### Track usage over the die, run 1

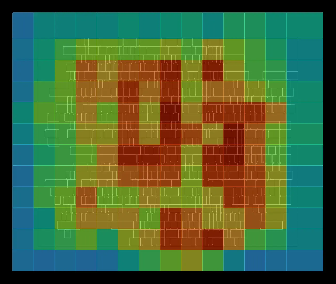
### Clock distribution, run 1

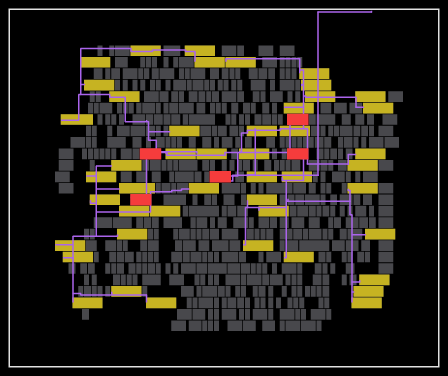
### Gate families picked out, run 1

Bar = 20 um.
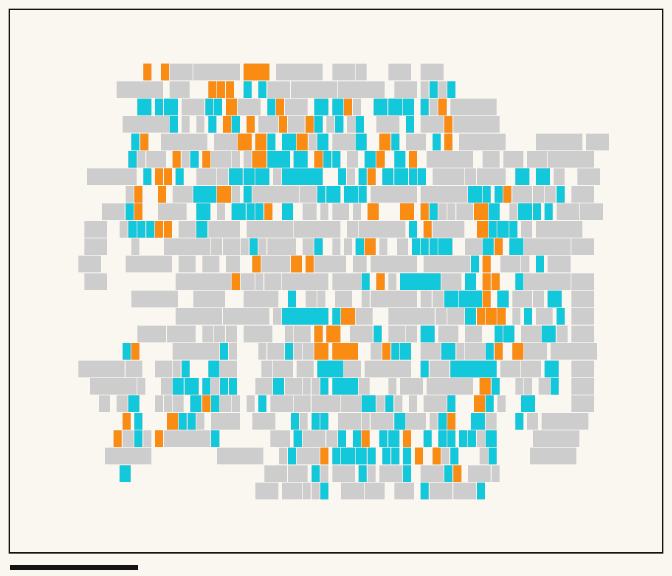
$ cat config.mk
export PLATFORM = sky130hd
export DESIGN_NAME = pipeline_hazard_controller
export DESIGN_NICKNAME = d
export VERILOG_FILES = /design/src/rtl/pipeline_hazard_controller.sv
export SDC_FILE = /design/constraint.sdc
export NUM_CORES = 1
export LEC_CHECK = 0
export ABC_AREA = 1
export CAP_MARGIN = 30
export CORE_ASPECT_RATIO = 0.8
export CORE_MARGIN = 8
export CORE_UTILIZATION = 52
export CTS_CLUSTER_DIAMETER = 80
export CTS_CLUSTER_SIZE = 40
export DETAILED_ROUTE_END_ITERATION = 12
export PLACE_DENSITY = 0.92
export SYNTH_ARGS = -nofsm -noshare
export SYNTH_HDL_FRONTEND = slang
export SYNTH_SLANG_ARGS = --single-unit
$ cat constraint.sdc
create_clock -name clk -period 2.1 [get_ports clk]
set_clock_uncertainty 0.15 [all_clocks]
set_input_delay 0.21 -clock clk [delete_from_list [all_inputs] [get_ports clk]]
set_output_delay 0.21 -clock clk [all_outputs]
set_load 0.005 [all_outputs]
$ cat src/rtl/pipeline_hazard_controller.sv
// Hazard sequencer for the classic 5-stage pipeline: per-stage enables, bubble/flush strobes,
// post-reset hold, memory-wait freeze with timeout, and saturating stall/flush event counters.
module pipeline_hazard_controller #(
   parameter int unsigned RESET_HOLD  = 4,
   parameter int unsigned MEM_TIMEOUT = 64,
   parameter int unsigned CNT_W       = 16
) (
   input  logic             clk,
   input  logic             reset,
   input  logic [4:0]       id_rs,
   input  logic [4:0]       id_rt,
   input  logic             id_uses_rt,
   input  logic             id_valid,
   input  logic             ex_memtoreg,
   input  logic [4:0]       ex_rt,
   input  logic             br_taken,
   input  logic             mem_req,
   input  logic             mem_ready,
   output logic             pc_en,
   output logic             ifid_en,
   output logic             ifid_flush,
   output logic             idex_bubble,
   output logic             exmem_en,
   output logic             error,
   output logic [CNT_W-1:0] stall_cnt,
   output logic [CNT_W-1:0] flush_cnt
);

   typedef enum logic [1:0] {
      ST_INIT,
      ST_RUN,
      ST_MEM_WAIT,
      ST_ERROR
   } state_t;

   localparam logic [3:0]       HOLD_LAST = 4'(RESET_HOLD - 1);
   localparam logic [7:0]       WAIT_LAST = 8'(MEM_TIMEOUT - 1);
   localparam logic [CNT_W-1:0] CNT_MAX   = '1;

   state_t           state_q, state_d;
   logic [3:0]       hold_cnt_q, hold_cnt_d;
   logic [7:0]       wait_cnt_q, wait_cnt_d;
   logic [CNT_W-1:0] stall_cnt_q, stall_cnt_d;
   logic [CNT_W-1:0] flush_cnt_q, flush_cnt_d;
   logic             stall_inc;
   logic             flush_inc;
   logic             load_use;

   // Register 0 is hardwired zero, so a load targeting it can never create a dependency.
   assign load_use = id_valid & ex_memtoreg & (ex_rt != 5'd0) &
                     ((ex_rt == id_rs) | (id_uses_rt & (ex_rt == id_rt)));

   always_comb begin
      // NOTE: every signal driven here gets a default first, so no path can infer a latch.
      state_d     = state_q;
      hold_cnt_d  = hold_cnt_q;
      wait_cnt_d  = wait_cnt_q;
      stall_inc   = 1'b0;
      flush_inc   = 1'b0;
      pc_en       = 1'b0;
      ifid_en     = 1'b0;
      ifid_flush  = 1'b0;
      idex_bubble = 1'b0;
      exmem_en    = 1'b0;

      case (state_q)
         ST_INIT: begin
            ifid_en     = 1'b1;
            ifid_flush  = 1'b1;
            idex_bubble = 1'b1;
            exmem_en    = 1'b1;
            hold_cnt_d  = hold_cnt_q + 4'd1;
            if (hold_cnt_q == HOLD_LAST) begin
               state_d = ST_RUN;
            end
         end
         ST_RUN: begin
            if (mem_req & ~mem_ready) begin
               state_d    = ST_MEM_WAIT;
               wait_cnt_d = 8'd1;
               stall_inc  = 1'b1;
            end else if (load_use) begin
               // Branch operands are not valid yet, so the stall also masks br_taken.
               idex_bubble = 1'b1;
               exmem_en    = 1'b1;
               stall_inc   = 1'b1;
            end else if (br_taken) begin
               pc_en      = 1'b1;
               ifid_en    = 1'b1;
               ifid_flush = 1'b1;
               exmem_en   = 1'b1;
               flush_inc  = 1'b1;
            end else begin
               pc_en    = 1'b1;
               ifid_en  = 1'b1;
               exmem_en = 1'b1;
            end
         end
         ST_MEM_WAIT: begin
            stall_inc = 1'b1;
            if (mem_ready) begin
               state_d = ST_RUN;
            end else if (wait_cnt_q == WAIT_LAST) begin
               state_d = ST_ERROR;
            end else begin
               wait_cnt_d = wait_cnt_q + 8'd1;
            end
         end
         ST_ERROR: begin
         end
         default: begin
            state_d = ST_INIT;
         end
      endcase

      // While reset is held the pipeline sees the hold pattern even before the first edge.
      if (reset) begin
         pc_en       = 1'b0;
         ifid_en     = 1'b1;
         ifid_flush  = 1'b1;
         idex_bubble = 1'b1;
         exmem_en    = 1'b1;
      end
   end

   assign stall_cnt_d = (stall_inc && (stall_cnt_q != CNT_MAX)) ? stall_cnt_q + 1'b1 : stall_cnt_q;
   assign flush_cnt_d = (flush_inc && (flush_cnt_q != CNT_MAX)) ? flush_cnt_q + 1'b1 : flush_cnt_q;

   always_ff @(posedge clk) begin
      // NOTE: state uses non-blocking assignments so every register samples pre-edge values.
      if (reset) begin
         state_q     <= ST_INIT;
         hold_cnt_q  <= '0;
         wait_cnt_q  <= '0;
         stall_cnt_q <= '0;
         flush_cnt_q <= '0;
      end else begin
         state_q     <= state_d;
         hold_cnt_q  <= hold_cnt_d;
         wait_cnt_q  <= wait_cnt_d;
         stall_cnt_q <= stall_cnt_d;
         flush_cnt_q <= flush_cnt_d;
      end
   end

   assign error     = (state_q == ST_ERROR);
   assign stall_cnt = stall_cnt_q;
   assign flush_cnt = flush_cnt_q;

endmodule

==> metrics.csv, run 1 <==
stage,metric,value,unit
synth,ys_cells,467,
worst_setup_path,cp_max_fo,3,
worst_setup_path,cp-endpoint,ifid_en,
synth,syn_inst,467,
place,dp_hpwl,6.30,mm
sta,hold_viol_final,0,
hold_path,worstHoldEndpoint,wait_cnt_q[2],
synth,synthMuxAreaShare,0,
synth,ys_async_sr_fraction,0,
routing,routed_wl,8.24,mm
synth,simple_gate_area_frac,0.407,
worst_setup_path,path_cells,"clkdlybuf4s50_1, inv_1, nand2_1, nand2_1, nor2_1, nand3_1, nand2_1, nand2_2, nand2_4, nor2_4, inv_2, nand2_1, clkdlybuf4s15_1",
sta,slew-limit-headroom,0.710,
power_and_ir_drop,max-vdd-ir-drop,0.443,mV
clocking,clock_latency,0.29,ns
clocking,cts_tree,done,
floorplanning,core,5790,sq um
place,io_buffers,60,
job,warning_count,31,
synth,top_logic_kind,simple AND/OR/NAND/NOR gates,
synth,ys.flop_type,dfxtp_1,
synth,edf_count,0,
hold_path,min_delay_path_depth,2,
clocking,cts_sinks,46,
sta,worstMarginPinSlew,0.432,ns
synth,synth.distinct_cells,33,
synth,syn_avg_cell_area,6.53,sq um
sta,slew_viol_final,0,
synth,top_cell,nand2_1,
routing,top_layer,met4,
power_and_ir_drop,p_clk_frac,0.183,
finish,layout_top_cell,nand2_1,
floorplanning,chipArea,8580,sq um
routing,vias,3309,
sta,period_used_share,0.967,
synth,yosysWarnings,0,
power_and_ir_drop,comb_power_share,0.433,
power_and_ir_drop,largestPowerGroup,combinational cells,
routing,drc,0,
synth,compound_area_frac,0.0690,
clocking,htree_levels,2,
routing,wl_met3,591,um
routing,drt_iter0_markers,285,
synth,yosys_area,3050,sq um
clocking,root_buffer,clkbuf_8,
synth,area_leaders,"dfxtp_1, nand2_1, inv_1",
synth,top_area_frac,0.302,
synth,fa_ha_area_frac,0.0411,
synth,largest_area_cell,dfxtp_1,
clocking,cts_buffer_depth,2,
run_status,status,"finished, final reports clean",
hold_path,hold_start,wait_cnt_q[2],
power_and_ir_drop,clockNetworkPower,0.518,mW
synth,ys_seq_frac,0.302,
worst_setup_path,cp_slowest_cell,clkdlybuf4s50_1,
power_and_ir_drop,p_per_area,720,nW/um^2
clocking,cts-buffers-inserted,5,
global_routing,grt-ovfl-total,0,
synth,ys.flops,46,
clocking,holdBufCountCts,0,
finish,diodes,0,
synth,xor_share,0.0603,
worst_setup_path,arrival,1.67,ns
synth,syn_nets,500,
worst_setup_path,critical-path-top-delay-family,buffers and inverters,
synth,netlist_area,3050,sq um
floorplanning,std_cell_rows,25,
power_and_ir_drop,p_total,2.83,mW
sta,rsz0062_at_grt,no,
global_routing,antenna_found_initial,0,
global_routing,first_global_vias,3168,
sta,finalSetupViolCount,0,
worst_setup_path,crit_required,1.74,ns
global_routing,grt_max_degree,20,
power_and_ir_drop,p_int,1.72,mW
routing,ant_nets,0,
worst_setup_path,rr_endpoint,stall_cnt[2],
worst_setup_path,critPathLaunch,id_rt[4],
finish,finalNetCount,578,
place,placed_area,3830,sq um
worst_setup_path,r2r-start,stall_cnt[1],
## Picture notes: 'Track usage over the die'
fin util: 0.678
met2 usage: 0.346
wire per inst: 13.2 um
busiest metal layer after global routing: met2
gr usage total: 0.195

## Picture notes: 'Clock distribution'
[yellow] flip-flops | count: 46
[red] clock drivers | count: 5
[purple] clock wires | length: 578 um
routed clock nets: 6
flops lie: spread over the die

## Picture notes: 'Gate families picked out'
[cyan] nand cells | cells: 184 | most used: nand2_1
[orange] nor cells | cells: 81 | most used: nor2_1

## run 1: metrics by stage
stage | utilization | hold WS, ns | std cells | TNS, ns
floorplan | - | 0.138 | 467 | 0
global placement | 0.662 | 0.302 | 619 | -2.30
detailed placement | 0.662 | 0.324 | 619 | -4.96
CTS | 0.677 | 0.337 | 626 | 0
global route | 0.678 | 0.361 | 626 | 0
finish | 0.678 | 0.330 | 626 | 0
## run 1: area by class of cell
type	count	area, sq um
flip-flops and latches	46	926
multi-input cells	336	1780
clock inverters	2	10.0
inverters	72	270
repair buffers	84	766
clock buffers	5	68.8
fillers	489	1860
well taps	81	101
## run 1: sequential cells by signal, indices dropped and copies added, names as in the netlist
signal / cells
stall_cnt: 16
flush_cnt: 16
wait_cnt_q: 8
state_q: 2
hold_cnt_q: 4
### Routed metal, one color a layer, run 1

Bar = 20 um.
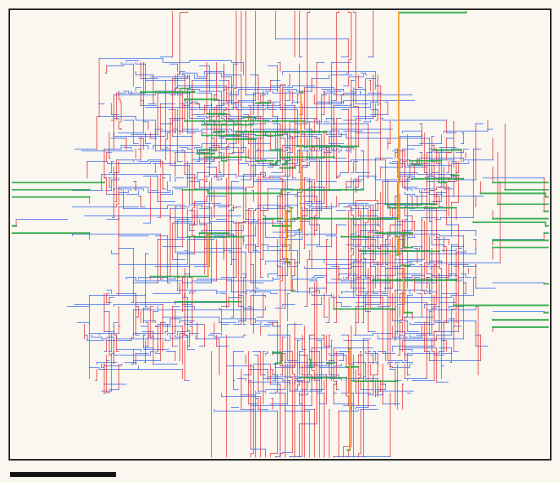

==> run 2, diff against run 1 <==
--- a/config.mk
+++ b/config.mk
@@ -8,12 +8,12 @@
 export ABC_AREA = 1
 export CAP_MARGIN = 30
 export CORE_ASPECT_RATIO = 0.8
-export CORE_MARGIN = 8
 export CORE_UTILIZATION = 52
 export CTS_CLUSTER_DIAMETER = 80
 export CTS_CLUSTER_SIZE = 40
 export DETAILED_ROUTE_END_ITERATION = 12
 export PLACE_DENSITY = 0.92
+export REMOVE_ABC_BUFFERS = 1
 export SYNTH_ARGS = -nofsm -noshare
 export SYNTH_HDL_FRONTEND = slang
 export SYNTH_SLANG_ARGS = --single-unit
### Routed metal, one color a layer, run 2

Bar = 20 um.
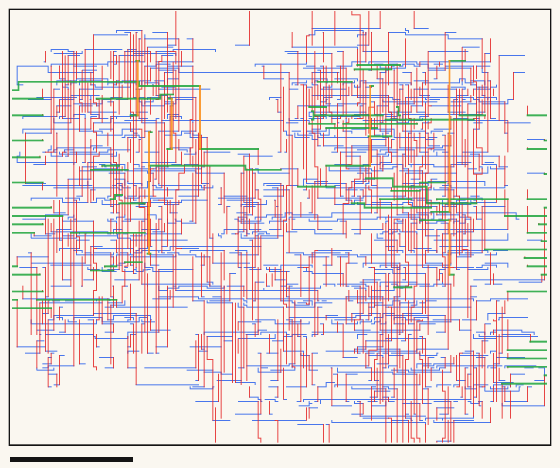
[green] metal 3 | wire length: 435 um
[orange] metal 4 | wire length: 93.2 um
[blue] metal 1 | wire length: 3,340 um
[red] metal 2 | wire length: 3,750 um

### Clock distribution, run 2

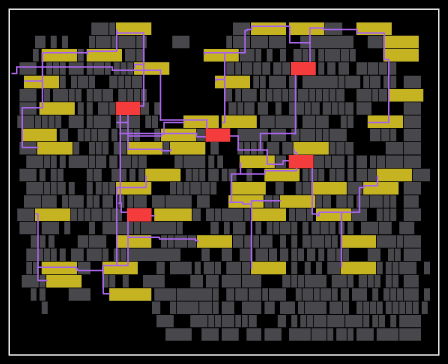
[red] clock drivers | count: 5
[yellow] flip-flops | count: 46
[purple] clock wires | length: 550 um
flops lie: spread over the die
routed clock nets: 6

==> run 2 against run 1 <==
  * Sequential power about the same
  * Synthesized area unchanged
  * Count of clock-buffer cells in the layout up 1
  * Largest cell class unchanged
  * Flip-flop count unchanged
  * Die area down 28%
  * First-iteration DRC count down 36%
  * Non-clock buffer count up 4
  * Final cell count up 0.32%
  * Global-route usage up 6.8 points
  * Largest power group unchanged
  * Worst hold slack worse by 0.0055 ns
==> metrics.csv, run 2 <==
stage,metric,value,unit,change
place,post-place-cells,620,,+0.16%
synth,ys_seq_frac,0.302,,unchanged
synth,compound_area_frac,0.0690,,unchanged
synth,ys.flops,46,,unchanged
synth,yosysWarnings,0,,unchanged
global_routing,first_global_vias,3099,,-2.2%
finish,diodes,0,,unchanged
synth,largest_area_cell,dfxtp_1,,
global_routing,busiest_layer,met2,,
routing,drt_iter0_markers,182,,-36%
finish,finish.utilization,0.730,,+0.0521
place,dp_hpwl,5.55,mm,-12%
routing,drc,0,,unchanged
floorplanning,chipArea,6170,sq um,-28%
global_routing,grt_use_total,0.263,,+0.0679
worst_setup_path,arrival,1.65,ns,-0.02 ns
finish,comb_area,1790,sq um,+0.56%
floorplanning,std_cell_rows,24,,-4.0%
global_routing,grt-ovfl-total,0,,unchanged
worst_setup_path,cp_max_fo,3,,unchanged
sta,whs,0.324,ns,-0.00546 ns
synth,synthMuxAreaShare,0,,unchanged
synth,ys.flop_type,dfxtp_1,,
sta,period_used_share,0.956,,-0.0111
power_and_ir_drop,comb_power_share,0.398,,-0.035
worst_setup_path,cp_slowest_cell,clkdlybuf4s50_1,,
worst_setup_path,path_cells,"inv_2, ha_2, inv_1, nor2_2, inv_1, nand2_1, clkdlybuf4s50_1",,
clocking,cts-buffers-inserted,5,,unchanged
power_and_ir_drop,largestPowerGroup,combinational cells,,
job,warning_count,30,,-3.2%
finish,fill_cells,426,,-13%
synth,ys_async_sr_fraction,0,,unchanged
power_and_ir_drop,sequentialPowerShare,0.343,,
clocking,root_buffer,clkbuf_8,,
finish,stdcell_count,628,,+0.32%
clocking,cts_buffer_depth,2,,unchanged
routing,routed_wl,7.61,mm,-7.6%
global_routing,grt_first_pass_wirelength,13.1,mm,
power_and_ir_drop,p_int,2.05,mW,+19%
finish,finalNetCount,582,,+0.69%
finish,flop_area,926,sq um,unchanged
power_and_ir_drop,max-vdd-ir-drop,0.463,mV,+4.5%
power_and_ir_drop,sequentialPower,1.08,mW,
synth,top_area_frac,0.302,,unchanged
sta,finalSetupViolCount,0,,unchanged
synth,xor_share,0.0603,,unchanged
clocking,clock_latency,0.30,ns,about the same
global_routing,use_met2,0.477,,+0.131
worst_setup_path,crit_required,1.74,ns,about the same
clocking,cts_tree,done,,
synth,top_logic_kind,simple AND/OR/NAND/NOR gates,,
finish,layout_top_cell,nand2_1,,
place,io_buffers,60,,unchanged
routing,ant_nets,0,,unchanged
sta,slew-limit-headroom,0.710,,about the same
routing,vias,3256,,-1.6%
synth,fa_ha_area_frac,0.0411,,unchanged
sta,slew_viol_final,0,,unchanged
power_and_ir_drop,p_per_area,774,nW/um^2,+7.4%
global_routing,grt_max_degree,24,,+20%
floorplanning,core,5560,sq um,-4.0%
power_and_ir_drop,p_total,3.14,mW,+11%
worst_setup_path,critical-path-top-delay-family,buffers and inverters,,
synth,synth.distinct_cells,33,,unchanged
synth,edf_count,0,,unchanged
clocking,cts_sinks,46,,unchanged
global_routing,antenna_found_initial,0,,unchanged
synth,top_cell,nand2_1,,
routing,top_layer,met4,,
synth,netlist_area,3050,sq um,unchanged
routing,wl_met3,434,um,-27%
synth,syn_avg_cell_area,6.53,sq um,unchanged
place,placed_area,3870,sq um,+1.0%
routing,wl_per_cell,12.1,um,-7.9%
synth,area_leaders,"dfxtp_1, nand2_1, inv_1",,
power_and_ir_drop,p_clk_frac,0.259,,+0.076
run_status,status,"finished, final reports clean",,
synth,simple_gate_area_frac,0.407,,unchanged
synth,syn_inst,467,,unchanged
sta,hold_viol_final,0,,unchanged
sta,worstMarginPinSlew,0.432,ns,+0.000645 ns
### Cell density map, run 2

9 x 7 tiles, from dark blue (low) to red (high), 0 to 100% covered.
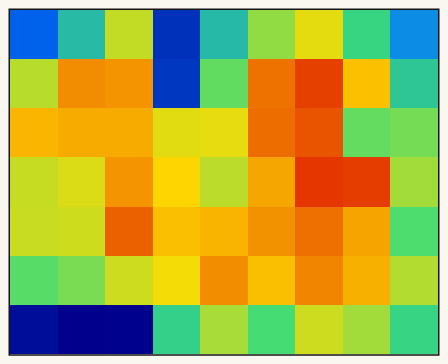
nearly empty tiles: 3.2%
mean over tiles: 64%
fullest tile: 94%

run 2: repair_timing:
item	4_1_cts	5_1_grt
endpoints found under the setup margin	5	7
gates resized	12	19
pin swaps	1	9
run 2: cell type report:
type                    count  area share
clock buffers               6      0.0204
repair buffers             88       0.204
multi-input cells         336       0.442
flip-flops and latches     46       0.228
inverters                  72      0.0666
clock inverters             2      0.0148
well taps                  78      0.0241
run 2: path summary, 6_finish.rpt:
path,from,end,slack [ns],cells after the start
max,state_q[1],exmem_en,0.09,7
min,wait_cnt_q[2],wait_cnt_q[2],0.32,2
max reg2reg,stall_cnt[0],stall_cnt[10],0.16,10
min reg2reg,wait_cnt_q[2],wait_cnt_q[2],0.32,2
==> run 3, diff against run 2 <==
--- a/config.mk
+++ b/config.mk
@@ -14,6 +14,7 @@
 export DETAILED_ROUTE_END_ITERATION = 12
 export PLACE_DENSITY = 0.92
 export REMOVE_ABC_BUFFERS = 1
+export SLEW_MARGIN = 20
 export SYNTH_ARGS = -nofsm -noshare
 export SYNTH_HDL_FRONTEND = slang
 export SYNTH_SLANG_ARGS = --single-unit
### Routed metal, one color a layer, run 3

Bar = 20 um.
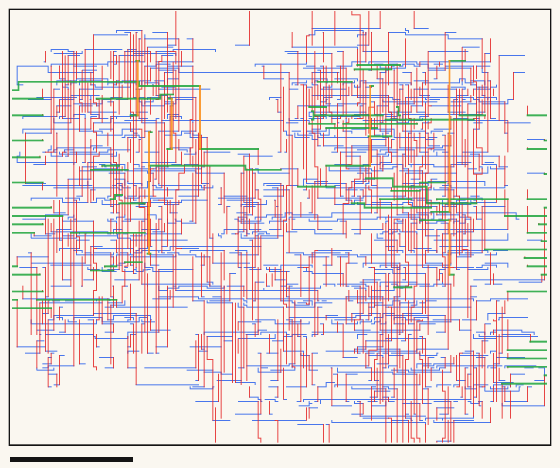
[red] metal 2 | wire length: 3,750 um
[orange] metal 4 | wire length: 93.2 um
[blue] metal 1 | wire length: 3,340 um
[green] metal 3 | wire length: 435 um

### Track usage over the die, run 3

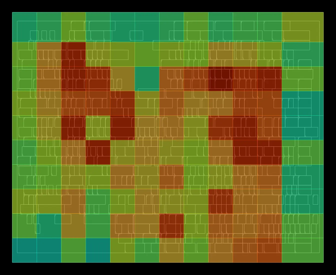
fin util: 0.730
GR Util met3: 0.0426
GR Util met1: 0.316
wire per inst: 12.1 um

### Clock distribution, run 3

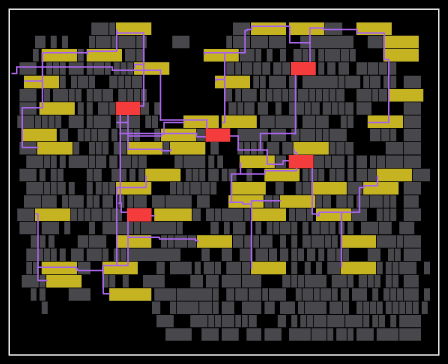
[yellow] flip-flops | count: 46
[purple] clock wires | length: 550 um
[red] clock drivers | count: 5
routed clock nets: 6

==> run 3 against run 2 <==
  * Worst hold slack unchanged
  * Count of clock-buffer cells in the layout unchanged
  * Register-to-register slack about the same
  * Synthesized area unchanged
  * Final cell count unchanged
  * Final area unchanged
  * Flip-flop count unchanged
  * Power unchanged
  * Utilization unchanged
  * Largest cell class unchanged
  * Maximum frequency unchanged
==> metrics.csv, run 3 <==
stage,metric,value,unit,change
worst_setup_path,path_cells,"inv_2, ha_2, inv_1, nor2_2, inv_1, nand2_1, clkdlybuf4s50_1",,
place,dp_hpwl,5.55,mm,unchanged
sta,slew-limit-headroom,0.710,,unchanged
clocking,cts_tree,done,,
synth,synthMuxAreaShare,0,,unchanged
hold_path,hold_start,wait_cnt_q[2],,
global_routing,grt_use_total,0.263,,unchanged
finish,layout_top_cell,nand2_1,,
clocking,root_buffer,clkbuf_8,,
synth,ys.flops,46,,unchanged
worst_setup_path,critical-path-top-delay-family,buffers and inverters,,
sta,slew_viol_final,0,,unchanged
worst_setup_path,cp-endpoint,exmem_en,,
global_routing,busiest_layer,met2,,
worst_setup_path,rr_worst_depth,10,,unchanged
sta,finalSetupViolCount,0,,unchanged
worst_setup_path,arrival,1.65,ns,about the same
synth,netlist_area,3050,sq um,unchanged
synth,xor_share,0.0603,,unchanged
sta,period_used_share,0.956,,unchanged
floorplanning,core,5560,sq um,unchanged
global_routing,first_global_vias,3099,,unchanged
clocking,cts_buffer_depth,2,,unchanged
global_routing,grt_max_degree,24,,unchanged
synth,syn_avg_cell_area,6.53,sq um,unchanged
routing,wl_met3,434,um,unchanged
global_routing,use_met2,0.477,,unchanged
clocking,cts-buffers-inserted,5,,unchanged
sta,whs,0.324,ns,unchanged
synth,simple_gate_area_frac,0.407,,unchanged
finish,finalNetCount,582,,unchanged
routing,routed_wl,7.61,mm,unchanged
worst_setup_path,rrSetupSlack,0.16,ns,about the same
synth,ys_seq_frac,0.302,,unchanged
worst_setup_path,rr_endpoint,stall_cnt[10],,
finish,diodes,0,,unchanged
synth,yosysWarnings,0,,unchanged
power_and_ir_drop,p_per_area,774,nW/um^2,unchanged
run_status,status,"finished, final reports clean",,
synth,fa_ha_area_frac,0.0411,,unchanged
-- run 3: cell type report --
cell class / count / area (sq um)
clock buffer: 6 / 82.6
fill: 426 / 1500
multi-input combinational: 336 / 1790
clock inverter: 2 / 60.1
sequential: 46 / 926
inverter: 72 / 270
tap: 78 / 97.6
timing repair buffer: 88 / 828
-- run 3: timing repair --
item                                    4_1_cts  5_1_grt
hold endpoints to repair                      0        0
pin swaps                                     1        9
endpoints found under the setup margin        5        7
gates resized                                12       19
-- run 3: stage by stage --
stage,area (sq um),std cells
global route,4060,628
global placement,3870,620
floorplan,2950,454
detailed placement,3870,620
CTS,4010,628
finish,4060,628
-- run 3: report_power, final --
group	internal, mW	total [mW]	switching [mW]
Combinational	0.564	1.25	0.683
Clock	0.508	0.814	0.306
Sequential	0.975	1.08	0.101
Total	2.05	3.14	1.09
No activity file was given, so power comes from the tool's default toggle rates.
